### src/rtl/intr_ctrl.sv
// ---------------------------------------------------------------------------
// intr_ctrl
//
// Interrupt controller for a small core with two interrupt sources: a UART
// receiver and a periodic timer. Events are collected in a pending register.
// An interrupt request is raised towards the core when interrupts are
// enabled. When the core takes the icall, every pending source is snapshotted
// into irq_cause in one go. The core then writes ack to end the service.
//
// Ports
//   clk           in   single clock, all state updates on its rising edge
//   rst           in   synchronous, active-high reset
//   rx_valid      in   one-cycle strobe: UART byte received
//   rx_data       in   [7:0] received byte, valid with rx_valid
//   timer_period  in   [TIMER_W-1:0] timer tick period in cycles, 0 = off
//   intr_en       in   core status-register interrupt enable
//   icall_taken   in   one-cycle strobe: core executed the injected icall
//   ack           in   one-cycle strobe: core acknowledged the interrupt
//   ovr_clr       in   one-cycle strobe: clear sticky error flags
//   irq           out  ask the core to inject icall at the next boundary
//   irq_cause     out  [1:0] serviced sources, bit0 rx, bit1 timer
//   rx_byte       out  [7:0] most recently received byte
//   rx_overrun    out  sticky: an rx event was lost
//   timer_miss    out  sticky: a timer tick was lost
//   dbg_state     out  [1:0] FSM state (0 IDLE, 1 REQ, 2 SERVE)
//
// Handshake: irq is a level request. It stays high in REQ until the core
// answers with icall_taken. The core may also withdraw the request by
// dropping intr_en. Each of icall_taken and ack is honoured only in the
// state that expects it; in any other state it is ignored.
// ---------------------------------------------------------------------------
module intr_ctrl #(
    parameter int TIMER_W = 32
) (
    input  logic               clk,
    input  logic               rst,
    input  logic               rx_valid,
    input  logic [7:0]         rx_data,
    input  logic [TIMER_W-1:0] timer_period,
    input  logic               intr_en,
    input  logic               icall_taken,
    input  logic               ack,
    input  logic               ovr_clr,
    output logic               irq,
    output logic [1:0]         irq_cause,
    output logic [7:0]         rx_byte,
    output logic               rx_overrun,
    output logic               timer_miss,
    output logic [1:0]         dbg_state
);

    typedef enum logic [1:0] {
        IDLE  = 2'd0,
        REQ   = 2'd1,
        SERVE = 2'd2
    } state_t;

    state_t             state_q, state_d;
    logic [TIMER_W-1:0] count_q, count_d;
    logic [1:0]         pend_q, pend_d;
    logic [1:0]         cause_q, cause_d;
    logic [7:0]         rx_byte_q, rx_byte_d;
    logic               overrun_q, overrun_d;
    logic               miss_q, miss_d;

    logic               tick;
    logic [1:0]         events;
    logic               overrun_set;
    logic               miss_set;

    // The tick uses >= rather than == so that shrinking timer_period below
    // the current count ticks and wraps at once, instead of running the
    // counter all the way round the TIMER_W range.
    assign tick = (timer_period != '0) &&
                  (count_q >= (timer_period - TIMER_W'(1)));

    always_comb begin
        count_d = count_q;
        if (timer_period == '0) begin
            count_d = '0;
        end else if (tick) begin
            count_d = '0;
        end else begin
            count_d = count_q + TIMER_W'(1);
        end
    end

    assign events = {tick, rx_valid};

    // A source counts as still outstanding while its pend bit is set. It
    // also counts while its cause bit is being serviced and ack has not
    // arrived yet.
    assign overrun_set = rx_valid &&
                         (pend_q[0] || ((state_q == SERVE) && cause_q[0]));
    assign miss_set    = tick &&
                         (pend_q[1] || ((state_q == SERVE) && cause_q[1]));

    always_comb begin
        rx_byte_d = rx_valid ? rx_data : rx_byte_q;
        // A setting event in the same cycle beats ovr_clr.
        overrun_d = (overrun_q & ~ovr_clr) | overrun_set;
        miss_d    = (miss_q & ~ovr_clr) | miss_set;
    end

    always_comb begin
        state_d = state_q;
        pend_d  = pend_q | events;
        cause_d = cause_q;
        case (state_q)
            IDLE: begin
                if ((pend_q != 2'b00) && intr_en) begin
                    state_d = REQ;
                end
            end
            REQ: begin
                if (icall_taken) begin
                    // Events arriving in the icall cycle are serviced by
                    // this icall too, so the whole pend register empties.
                    state_d = SERVE;
                    cause_d = pend_q | events;
                    pend_d  = 2'b00;
                end else if (!intr_en) begin
                    state_d = IDLE;
                end
            end
            SERVE: begin
                if (ack) begin
                    state_d = IDLE;
                end
            end
            default: begin
                state_d = IDLE;
            end
        endcase
    end

    always_ff @(posedge clk) begin
        if (rst) begin
            state_q   <= IDLE;
            count_q   <= '0;
            pend_q    <= 2'b00;
            cause_q   <= 2'b00;
            rx_byte_q <= 8'h00;
            overrun_q <= 1'b0;
            miss_q    <= 1'b0;
        end else begin
            state_q   <= state_d;
            count_q   <= count_d;
            pend_q    <= pend_d;
            cause_q   <= cause_d;
            rx_byte_q <= rx_byte_d;
            overrun_q <= overrun_d;
            miss_q    <= miss_d;
        end
    end

    assign irq        = (state_q == REQ);
    assign irq_cause  = cause_q;
    assign rx_byte    = rx_byte_q;
    assign rx_overrun = overrun_q;
    assign timer_miss = miss_q;
    assign dbg_state  = state_q;

endmodule

### config.mk
export PLATFORM = sky130hd
export DESIGN_NAME = intr_ctrl
export DESIGN_NICKNAME = d
export VERILOG_FILES = /design/src/rtl/intr_ctrl.sv
export SDC_FILE = /design/constraint.sdc
export NUM_CORES = 1
export LEC_CHECK = 0
export ABC_CLOCK_PERIOD_IN_PS = 6500
export CORE_MARGIN = 8
export CORE_UTILIZATION = 52
export DETAILED_ROUTE_END_ITERATION = 10
export GPL_ROUTABILITY_DRIVEN = 1
export MAX_ROUTING_LAYER = met4
export PLACE_DENSITY = 0.8
export SYNTH_ARGS = -nofsm -noshare
export SYNTH_HDL_FRONTEND = slang
export SYNTH_SLANG_ARGS = --single-unit
export TNS_END_PERCENT = 10
### constraint.sdc
create_clock -name clk -period 6.5 [get_ports clk]
set_input_delay 1.625 -clock clk [delete_from_list [all_inputs] [get_ports clk]]
set_output_delay 1.625 -clock clk [all_outputs]
set_load 0.05 [all_outputs]
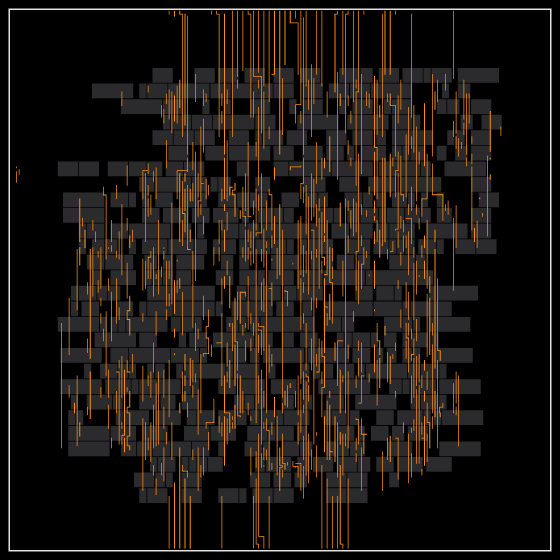
run_1/met2.png
Cells faint in the background.
The wires run mostly vertical. The longest straight run is 37.4 um. 447 nets have wire on it. The layer holds 48% of the routed length.

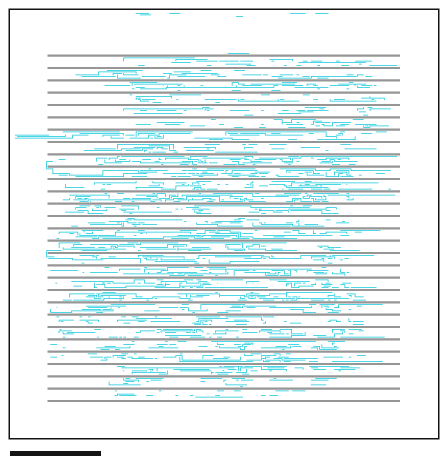
run_1/met1.png
The bar under the picture is 20 um long. Supply wires on this layer in grey.
The layer holds 46% of the routed length. The wires run mostly horizontal.

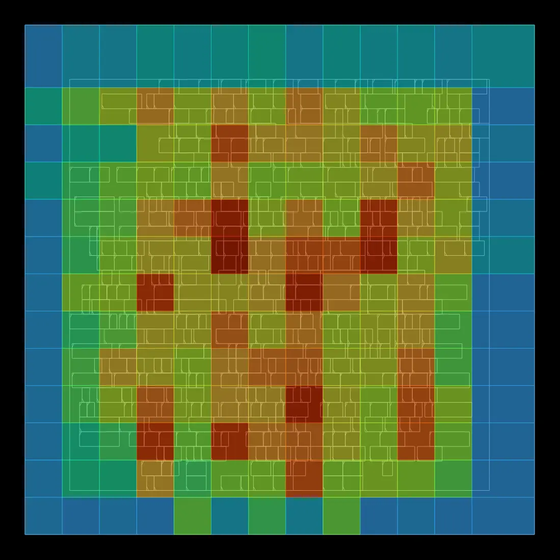
run_1/final_congestion.png
Wirelength per Cell: 14.7 um
met2 usage: 0.284
met1 GRT Util: 0.218
grt met3 use: 0.0310

==> impl_metrics.json, run 1 <==
{
  "log.warning_count": 26,
  "drv_slew": 0,
  "core-area_sq_mm": 0.00592,
  "netlist_top_cells_area": "dfxtp_1 30%, ha_1 13%, xnor2_1 8.5%, nor2_1 7.8%, xor2_1 7.7%",
  "p_per_area_mw_per_mm2": 149,
  "edf_count": 0,
  "cts-hold-fix-buffers": 0,
  "finalWirelength_um": 7590,
  "cts_buffer_depth": 2,
  "top_layer": "met4",
  "min_path_type": "register to register",
  "ctsHtreeMaxLevel": 2,
  "ir_drop_mv": 0.109,
  "synth-simple-area-share": 0.275,
  "top_cell_area_share": 0.301,
  "fin_skew_ns": 0.00269,
  "top_cells_by_count": "66 x nor2_1, 48 x dfxtp_1, 34 x ha_1, 31 x xnor2_1, 28 x xor2_1",
  "grt_usage": 0.175,
  "wl_met1_um": 3510,
  "antenna_found_initial": 0,
  "cts.clk_slew.worst_paths_ns": 0.09,
  "syn_to_final_growth_pct": 22.8,
  "ys_seq_share": 0.301,
  "largest_class": "multi-input combinational cells",
  "grt_pass1_wl_um": 12300,
  "finalSetupViolations": 0,
  "outcome": "finished clean",
  "fin_util": 0.663,
  "buffers": 63,
  "worst_pin_slew_ns": 0.591
}
-- run 1: metrics by stage --
| stage | total power [mW] | hold slack [ns] | area (sq um) |
|---|---|---|---|
| global placement | 0.416 | 0.448 | 3840 |
| floorplan | 0.368 | 0.430 | 3200 |
| finish | 0.586 | 0.466 | 3930 |
| global route | 0.609 | 0.506 | 3930 |
| detailed placement | 0.419 | 0.450 | 3840 |
| CTS | 0.587 | 0.470 | 3930 |
-- run 1: state kept, by name (all words and copies together) (netlist names) --
| register | cells |
|---|---|
| count_q | 32 |
| dbg_state | 2 |
| irq_cause | 2 |
| pend_q | 2 |
| rx_byte | 8 |
| rx_overrun | 1 |
| timer_miss | 1 |
-- run 1: power breakdown --
part           total (mW)  switching (mW)  internal (mW)
logic               0.109          0.0552         0.0538
clock network       0.173          0.0996         0.0730
registers           0.304         0.00429          0.300
total               0.586           0.159          0.427
-- run 1: cells by family (layout without fill, tap and decap cells) --
logic type / Yosys count / after routing
simple gates: 176 / 176
buf+inv: 19 / 77
compound gates: 39 / 39
xor+xnor: 59 / 59
mux: 8 / 8
fa+ha+maj: 34 / 34
flops: 48 / 48
-- run 1: metal layers --
| metal | GRT usage | up-vias |
|---|---|---|
| met2 | 0.284 | 43 |
| met4 | 0.0476 | 0 |
| met3 | 0.0310 | 9 |
| met1 | 0.218 | 1309 |
| met5 | - | - |
| li1 | - | 1452 |
-- run 1: worst paths after layout --
path / endpoint / startpoint / cells past startpoint / slack [ns]
setup / recovery: count_q[12] / timer_period[6] / 14 / 0.64
hold / removal: count_q[0] / count_q[0] / 1 / 0.47
setup reg to reg: count_q[12] / count_q[30] / 7 / 4.11
hold reg to reg: count_q[0] / count_q[0] / 1 / 0.47
## Run 2: what changed since run 1
--- a/config.mk
+++ b/config.mk
@@ -6,6 +6,7 @@
 export NUM_CORES = 1
 export LEC_CHECK = 0
 export ABC_CLOCK_PERIOD_IN_PS = 6500
+export CAP_MARGIN = 20
 export CORE_MARGIN = 8
 export CORE_UTILIZATION = 52
 export DETAILED_ROUTE_END_ITERATION = 10
==> impl_metrics.json, run 2 <==
{
  "outcome": "finished clean",
  "fa_ha_area_frac": 0.133,
  "largest_reg_flops": 32,
  "postCtsSetupRepairBufs": 0,
  "min_path_type": "register to register",
  "drv_slew": 0,
  "finalWirelength_um": 7590,
  "worst_pin_slew_ns": 0.591,
  "dpl_cell_area_sq_mm": 0.00384,
  "log.warning_count": 26,
  "ys_seq_share": 0.301,
  "edf_count": 0,
  "ir_drop_mv": 0.109,
  "final_cell_area_sq_mm": 0.00393,
  "routedWlPerCell_um": 14.7,
  "total_power_mw": 0.586,
  "pre_cts_ws_ns": 0.348,
  "p_per_area_mw_per_mm2": 149,
  "cts_buffer_depth": 2,
  "grt_pass1_wl_um": 12300,
  "netlist_top_cells_area": "dfxtp_1 30%, ha_1 13%, xnor2_1 8.5%, nor2_1 7.8%, xor2_1 7.7%",
  "fin_hold_ws_ns": 0.466,
  "ctsHtreeMaxLevel": 2,
  "flop_cell": "dfxtp_1",
  "synth_warnings": 0,
  "top_cells_by_count": "66 x nor2_1, 48 x dfxtp_1, 34 x ha_1, 31 x xnor2_1, 28 x xor2_1",
  "finalSetupViolations": 0,
  "syn_to_final_growth_pct": 22.8,
  "cts.clk_slew.worst_paths_ns": 0.09,
  "top_cell_area_share": 0.301,
  "regMostFlops": "count_q",
  "synth-simple-area-share": 0.275
}
-- run 2: cell counts after synthesis --
Identical to the previous run, type by type.
-- run 2: kinds of logic after synthesis --
logic type      count (synthesis)
simple gates                  176
xor+xnor                       59
flops                          48
compound gates                 39
fa+ha+maj                      34
buf+inv                        19
mux                             8
-- run 2: area by class of cell --
class	count	area [sq um]	share of cell area
Clock buffer	5	68.8	0.0175
Clock inverter	2	12.5	0.00319
Inverter	7	26.3	0.00669
Multi-Input combinational cell	316	2140	0.544
Sequential cell	48	961	0.245
Tap cell	75	93.8	0.0239
Timing Repair Buffer	63	626	0.159
-- run 2: worst max-delay path: stages --
cell and delay [ns]:
clkdlybuf4s50_1 0.49, nor4_1 0.47, nand4_1 0.23, or4_1 0.59, nor3_1 0.42, nand3b_1 0.15
xor2_1 0.17, ha_1 0.31, nand4_1 0.12, or4_1 0.54, a211oi_1 0.34, or3_1 0.17
buf_4 0.30, nor2_1 0.10
-- run 2: metal layers --
metal	wire, um	track usage	part of all wire
met3	355	0.0310	0.047
met4	101	0.0476	0.013
met2	3620	0.284	0.48
met1	3510	0.218	0.46
met5	0	-	0
-- run 2: worst paths after layout --
path / slack, ns / from / endpoint / depth (start not counted)
worst max-delay path: 0.64 / timer_period[6] / count_q[12] / 14
worst min-delay path: 0.47 / count_q[0] / count_q[0] / 1
worst max register to register: 4.11 / count_q[30] / count_q[12] / 7
worst min register to register: 0.47 / count_q[0] / count_q[0] / 1
-- run 2: power breakdown --
part | internal [mW] | switching [mW]
registers | 0.300 | 0.00429
clock network | 0.0730 | 0.0996
logic | 0.0538 | 0.0552
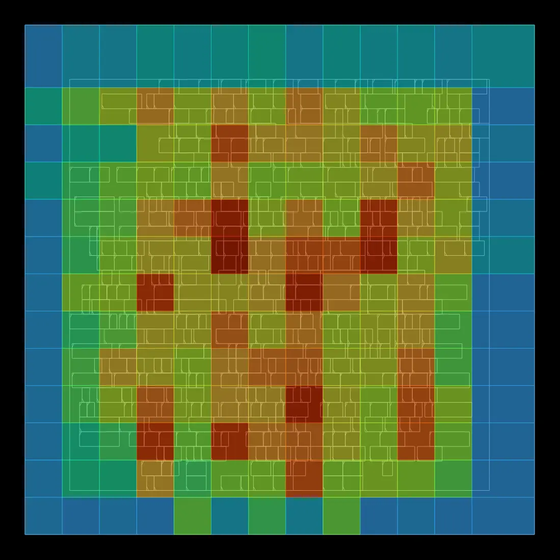
run_2/final_congestion.png
Layout Utilization: 0.663
Tot GR Track Use: 0.175
GR peak layer: met2

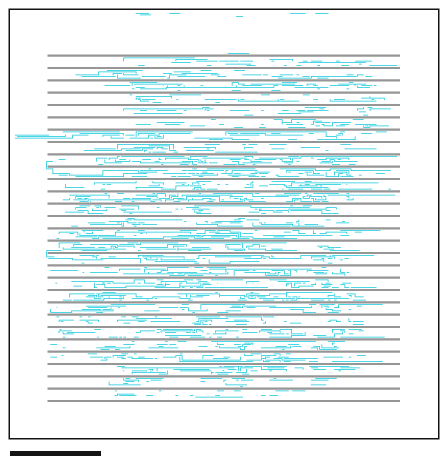
run_2/met1.png
The bar under the picture is 20 um long. Supply wires on this layer in grey.
The layer carries 3,510 um of wire. 487 nets have wire on it.

Power is estimated from default activity; no workload was simulated.
